Design hazard_ctrl, sky130hd; sources not shown.
### Gate families picked out

Bar = 20 um.
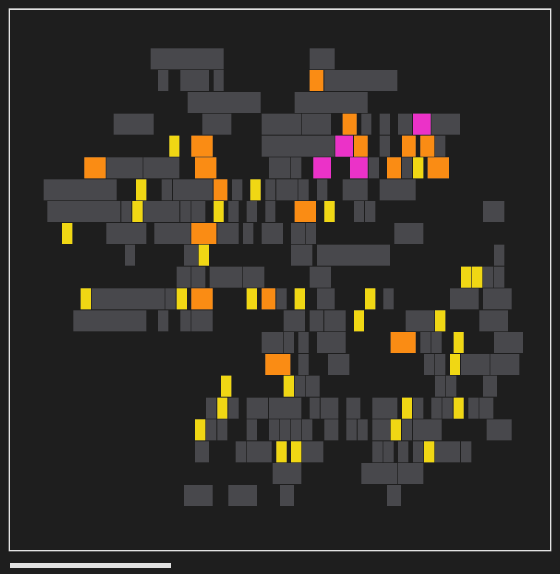
Magenta stands for and/or cells, cells 4, most used or2_1. Yellow stands for inv cells, cells 30, most used inv_1. Orange stands for aoi and oai cells, cells 17, most used a21oi_1.
fin cells: 241
Comb/total area: 40.5%

### Power grid

Pins as bars on the die edge. Tap cells in gray.
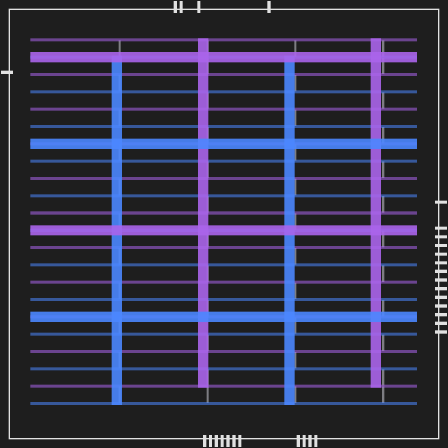
Purple stands for VDD. Blue stands for VSS.
4 straps on met4. 4 straps on met5.
Peak VDD IR: 0.000452 V
Die W: 67.3 um
Die Span Y: 67.3 um

### Clock routing

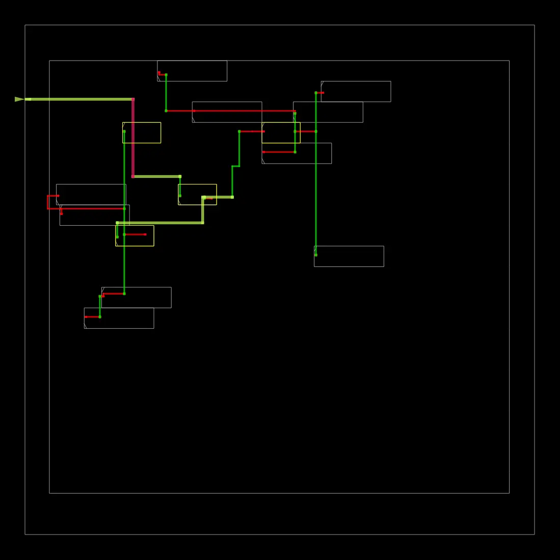
Late-Pin Clk Latency: 240 ps
seq_cells: 10
Clock group: 0.186 mW
CTS Sinks: 10

### Clock wires, drivers and flops

Bar = 20 um.
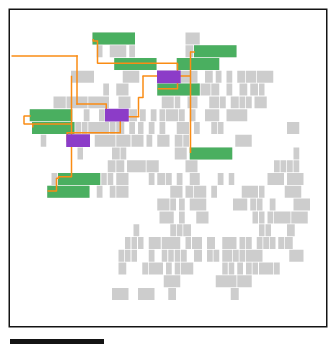
Orange stands for clock wires, length 171 um. Green stands for flip-flops, count 10. Purple stands for clock-net drivers, count 3.
There are 4 routed clock nets.
clock power share: 22.4%

==> impl_metrics.env <==
# physical design summary
export IMPL_final_hold_viol_count=0
export IMPL_fin_crit_ps=2520
export IMPL_synth_top_area_share_pct=26.7
export IMPL_cts_max_level=1
export IMPL_netlist_area_um2=938
export IMPL_final_period_utilization_pct=92.5
export IMPL_track_usage_pct=11.0
export IMPL_path_class="in -> out"
export IMPL_p_per_area_nw_per_um2=598
export IMPL_hp_class="reg -> async"
export IMPL_pin_count=30
export IMPL_coreArea_um2=3470
export IMPL_cp_max_fo=6
export IMPL_antenna_left=0
export IMPL_core_rowCount=21
export IMPL_fmax_mhz=396
export IMPL_max_cap_viol_count=0
export IMPL_grt_antenna_before_repair=0
export IMPL_async_reset_ff_share_pct=100
export IMPL_cts_tree="built"
export IMPL_ys_warn_count=0
export IMPL_synthDistinctLibCells=27
export IMPL_simple_gate_area_share_pct=40.1
export IMPL_outcome="complete, no violations"
export IMPL_ys_area_um2=938
export IMPL_root_buffer="clkbuf_8"
export IMPL_aoi_share_pct=11.5
export IMPL_postCtsSetupBuffers=0
export IMPL_ys_sh_mux_pct=0
export IMPL_edf_count=0
export IMPL_arrival_ps=1830
export IMPL_routed_wl_um=2390
export IMPL_dp_hpwl_um=1990
export IMPL_critPathLaunchType="primary input"
export IMPL_tool_warnings=31
export IMPL_numCtsBuffers=3
export IMPL_ff_type="dfrtp_1"
export IMPL_finalMaxSlewViolations=0
export IMPL_synth_adder_area_share_pct=6.67
export IMPL_setup_violations=0
export IMPL_floorplan_nets=177
export IMPL_yosysTopAreaCell="dfrtp_1"
export IMPL_regArea_um2=250
export IMPL_syn_inst=148
export IMPL_ys_cells=148
export IMPL_final_cell_mix="nand2_1, inv_1, nor2_1"
export IMPL_grt_pass1_wl_um=3850
export IMPL_yosys_stat_seqShare_pct=26.7
export IMPL_drtIter0Drc=41
export IMPL_finalNetCount=225
export IMPL_clkTransAtPathRegs_ps=50
export IMPL_ctsLongestPathBuffers=2
export IMPL_reg2reg_slack_ps=970
export IMPL_xor_area_share_pct=1.87
export IMPL_largest_reg_flops=4
export IMPL_grt_ovfl_total=0
export IMPL_fin_ws_ps=206
export IMPL_fill_cells=391
export IMPL_chipArea_um2=4520
export IMPL_finalPower_mw=0.831
export IMPL_syn2layout_area_growth_pct=48.3
export IMPL_diodes=0
export IMPL_dr_pass1_iters=4
export IMPL_initial_core_util_pct=27.1
export IMPL_post_cts_resized=41
export IMPL_vias_per_cell=4.19
export IMPL_ys_ff=10
export IMPL_hold_buffers=1
export IMPL_wl_per_cell_um=9.90
export IMPL_numPortBuffers=29
export IMPL_gp_congestion=0.712
export IMPL_pre_cts_ws_ps=-414
export IMPL_logic_family="simple AND/OR/NAND/NOR gates"
export IMPL_worstPathRequired_ps=2030
export IMPL_rsz0062_at_grt="yes"
export IMPL_first_global_vias=910
export IMPL_vias=1010
export IMPL_area_leaders="dfrtp_1, nand2_1, inv_1"
==> critical path: stages <==
cell and delay, ps:
clkdlybuf4s50_1 460, nand2_1 180, o21bai_1 210, a21boi_0 170, clkbuf_1 260
==> per-layer routing <==
| metal | routed length [um] | share of wire, % | track usage, % |
|---|---|---|---|
| met1 | 1210 | 51 | 14.7 |
| met2 | 1060 | 45 | 17.5 |
| met3 | 101 | 4.2 | 2.66 |
| met4 | 10 | 0.42 | 3.04 |
| met5 | 0 | 0 | 0 |
==> cell families after synthesis <==
family          Yosys count
flops                    10
fa+ha+maj                 5
xor+xnor                  2
simple gates             82
buf+inv                  31
other cells               1
compound gates           17
==> synth_stat cells (2+ instances only) <==
| cell | count |
|---|---|
| ha_1 | 5 |
| nand3_2 | 2 |
| nand2_1 | 43 |
| nor2_1 | 16 |
| a21boi_1 | 2 |
| inv_1 | 27 |
| or2_1 | 3 |
| nand2_4 | 2 |
| nand3_1 | 10 |
| inv_2 | 3 |
| nand2_2 | 2 |
| dfrtp_1 | 10 |
| a21oi_1 | 7 |
| xnor2_1 | 2 |
| o21ai_0 | 2 |
==> power by group <==
part | switching, mW | internal (mW) | leakage (nW)
registers | 0.0243 | 0.176 | 0.132
logic | 0.253 | 0.192 | 0.613
clock network | 0.0591 | 0.127 | 0.0288
total | 0.337 | 0.495 | 0.774
==> through the flow <==
step	instance area (um2)	TNS, ps	util [%]
floorplan	938	0	-
global placement	1380	-1460	39.9
detailed placement	1380	-1560	39.9
CTS	1420	0	40.9
global route	1390	0	40.1
finish	1390	0	40.1
==> layout make-up <==
type | instances | share of cell area (%)
clock buffers | 4 | 3.96
inverters | 30 | 8.09
multi-input cells | 107 | 40.5
flip-flops and latches | 10 | 18.0
well taps | 46 | 4.14
repair buffers | 44 | 25.4
No activity file was given, so power comes from the tool's default toggle rates.
